==> images/clk_routes.png <==
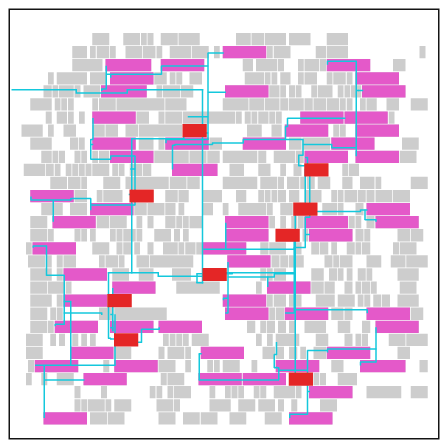
==> images/layer_met4.png <==
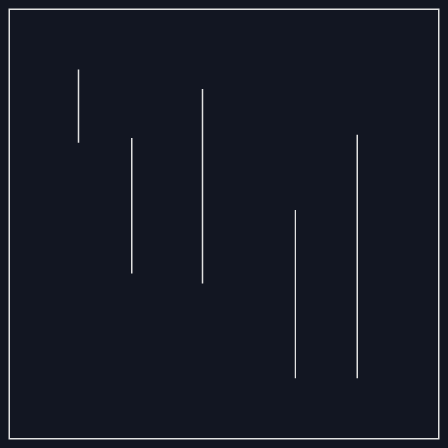
==> images/power_grid.png <==
Pins as bars on the die edge. Tap cells in gray.
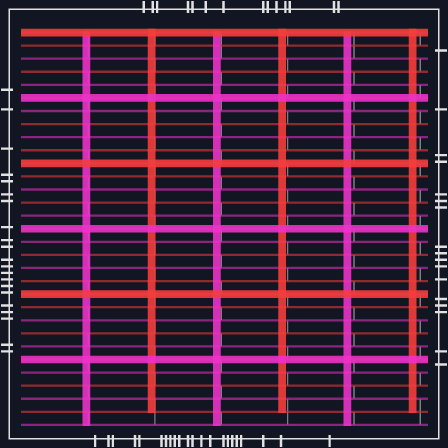
Design ag32gbd_buffer_sequencer, sky130hd; sources not shown.
==> flow_summary.json <==
{
  "clkSinkCount": 59,
  "hold_violations": 0,
  "drc": 0,
  "leading_cell_types_by_total_area_after_synthesis": "sky130_fd_sc_hd__dfrtp_1 51%, sky130_fd_sc_hd__nand2_1 18%, sky130_fd_sc_hd__nand3_1 5.7%",
  "cts_buffer_depth": 2,
  "rrSetupSlack_ns": -0.13,
  "startpoint_type": "flop",
  "power.sequential.fraction": 0.403,
  "finalCoreUtilization": 0.678,
  "min_period_ns": 1.93,
  "detail_route.iter0.violations": 86,
  "post-synth-top-area-fraction": 0.511,
  "final_nets": 517,
  "syn-instance-count": 360,
  "worst_slack_ns": -0.127,
  "synthToLayoutAreaGrowth_pct": 61.9,
  "clkSlewWorstSetupHoldPaths_ns": 0.08,
  "synth.cell_area_sq_um": 2890,
  "drtAntennaViolNets": 0,
  "timing.max_cap.violations": 0,
  "switching_share": 0.275,
  "final_cell_area_sq_um": 4680,
  "synth.ff_latch_count": 59,
  "synth_sequential_area_ratio": 0.511,
  "via_count_of_the_first_global_routing_pass": 2793,
  "finalPower_mw": 3.86,
  "setup_viol": 29,
  "cts.root.buffer_cell": "sky130_fd_sc_hd__clkbuf_8",
  "power.leakage_nw": 2.59,
  "grt_max_degree": 48,
  "drt-pass1-iter-count": 4,
  "hold_path_class": "input port to async pin",
  "place.port_buffers": 69,
  "tool_warning_count": 29,
  "violations": "negative setup slack",
  "power.share.combinational": 0.244,
  "cts-htree-levels": 3,
  "internal_power_mw": 2.80,
  "first_pass_grt_wire_length_um": 12100,
  "status": "finished, violations left",
  "chipArea_sq_um": 7920,
  "overall_routing_resource_usage": 0.198,
  "finalHoldWorstSlack_ns": 0.246,
  "numCtsBuffers": 9,
  "criticalPathCategory": "flop to flop",
  "placed_area_sq_um": 3840,
  "critical_path_required_time_ns": 1.83,
  "p_per_area_nw_per_um2": 825,
  "gr-total-overflow": 0,
  "largest_area_cell": "sky130_fd_sc_hd__dfrtp_1",
  "synth.lib_cells_used.distinct": 30,
  "cts_tree": "yes",
  "ys_cells": 360,
  "dp_hpwl_um": 4610,
  "yosysChipArea_sq_um": 2890,
  "avgRoutedWirePerCell_um": 13.0,
  "grt_antenna_before_repair": 0,
  "fin_crit_sh": 1.07,
  "average_size_of_a_mapped_cell_sq_um": 8.03,
  "place_congestion": 0.852,
  "final_max_slew_viol_count": 0,
  "number_of_cell_instances_on_the_worst_register_to_register_path": 11,
  "core_util_floorplan": 0.418,
  "switching_power_mw": 1.06,
  "die-width_um": 89.0,
  "floorplan.rows": 30,
  "critical_path.max_fanout": 6
}
## Picture notes: clk_routes.png
- clock drivers: red (count 9)
- clock wires: cyan (length 799 um)
- flip-flops: magenta (count 59)
- routed clock nets: 10
- flops lie: all over the die
clk pwr: 1.36 mW
insertion delay to the later sink of the worst-skew pair: 0.34 ns
clock power share: 0.354

## Picture notes: layer_met4.png
- nets with wire on the layer: 4
- main direction: vertical
overall via count from detail_route: 2804
detailed-route wire length: 7670 um

## Picture notes: power_grid.png
- VSS: magenta
- VDD: red
- rows: 30
- met1 rails: 31
Core Area: 6910 sq um
maximum ir drop on the vdd rail: 0.000704 V

-- worst max-delay path: stages, from the launching register on --
cell and delay [ns]:
sky130_fd_sc_hd__dfrtp_2 0.44, sky130_fd_sc_hd__inv_2 0.09, sky130_fd_sc_hd__ha_4 0.22, sky130_fd_sc_hd__inv_4 0.06, sky130_fd_sc_hd__o21ai_2 0.05, sky130_fd_sc_hd__nand2_1 0.09, sky130_fd_sc_hd__nand2_2 0.07, sky130_fd_sc_hd__nor2_4 0.17
sky130_fd_sc_hd__nand2_8 0.12, sky130_fd_sc_hd__clkbuf_16 0.18, sky130_fd_sc_hd__nand3_2 0.05, sky130_fd_sc_hd__nand2_1 0.05
-- cells in the mapped netlist, drive strengths merged --
master,number
nand2,141
dfrtp,59
inv,40
nand3,37
nor2,17
o21ai,17
a21oi,11
buf,10
xnor2,7
ha,5
nand4,4
xor2,3
nor3,2
clkbuf,1
clkinv,1
conb,1
o21a,1
o21bai,1
o31ai,1
or2,1
-- through the flow --
step	cells	setup WS, ns	TNS, ns
final	590	-0.127	-2.92
after global routing	590	-0.219	-5.54
after CTS	585	-0.121	-2.69
after detailed placement	540	-0.235	-5.62
after global placement	540	-0.202	-4.96
after floorplan	363	0.0142	0
-- power by group through the flow --
stage	clock network, mW	registers [mW]	logic (mW)
after global placement	0	1.59	0.700
final	1.36	1.55	0.941
after global routing	1.46	1.57	1.03
after CTS	1.39	1.55	0.821
after detailed placement	0	1.59	0.722
after floorplan	0	1.59	0.271
-- final cells by class --
class | count | area, sq um
Inverter | 41 | 169
Tap cell | 96 | 120
Multi-Input combinational cell | 252 | 1410
Clock inverter | 6 | 88.8
Sequential cell | 59 | 1480
Timing Repair Buffer | 125 | 1250
Timing Repair inverter | 1 | 16.3
Fill cell | 549 | 2230
Clock buffer | 10 | 138
-- metal layers --
layer  vias up  wire [um]  global-route usage
li1       1381          -                   -
met1      1340       3370               0.247
met2        69       3810               0.327
met3        14        318              0.0397
met4         0        167               0.100
met5         -          0                   0
-- cell usage in the layout, fill, tap and decap left out, types with 13 or more instances in the layout --
master,instances
sky130_fd_sc_hd__nand2_1,123
sky130_fd_sc_hd__dfrtp_1,55
sky130_fd_sc_hd__buf_4,48
sky130_fd_sc_hd__clkdlybuf4s50_1,45
sky130_fd_sc_hd__inv_1,33
sky130_fd_sc_hd__nand3_2,20
sky130_fd_sc_hd__dlymetal6s2s_1,20
sky130_fd_sc_hd__nand2_2,15
sky130_fd_sc_hd__nand3_1,15
sky130_fd_sc_hd__nor2_1,13
-- repair_timing --
action / in CTS / in global routing
buffers inserted: 26 / 3
pin swaps: 6 / 16
gates resized: 24 / 69
endpoints found under the hold margin: 12 / 0
hold buffers: 1 / 0
gates cloned: 2 / 2
endpoints found under the setup margin: 54 / 51
-- logic make-up (layout without fill, tap and decap cells) --
logic type / count (synthesis) / after routing / share of synthesized area
AND/OR/NAND/NOR: 202 / 202 / 0.298
flip-flops: 59 / 59 / 0.511
buffers and inverters: 52 / 183 / 0.0814
AND-OR/OR-AND: 31 / 31 / 0.0563
XOR/XNOR: 10 / 10 / 0.0303
adder cells (fa/ha/maj): 5 / 5 / 0.0216
other: 1 / 4 / 0.00130
Power and IR drop assume default switching activity.
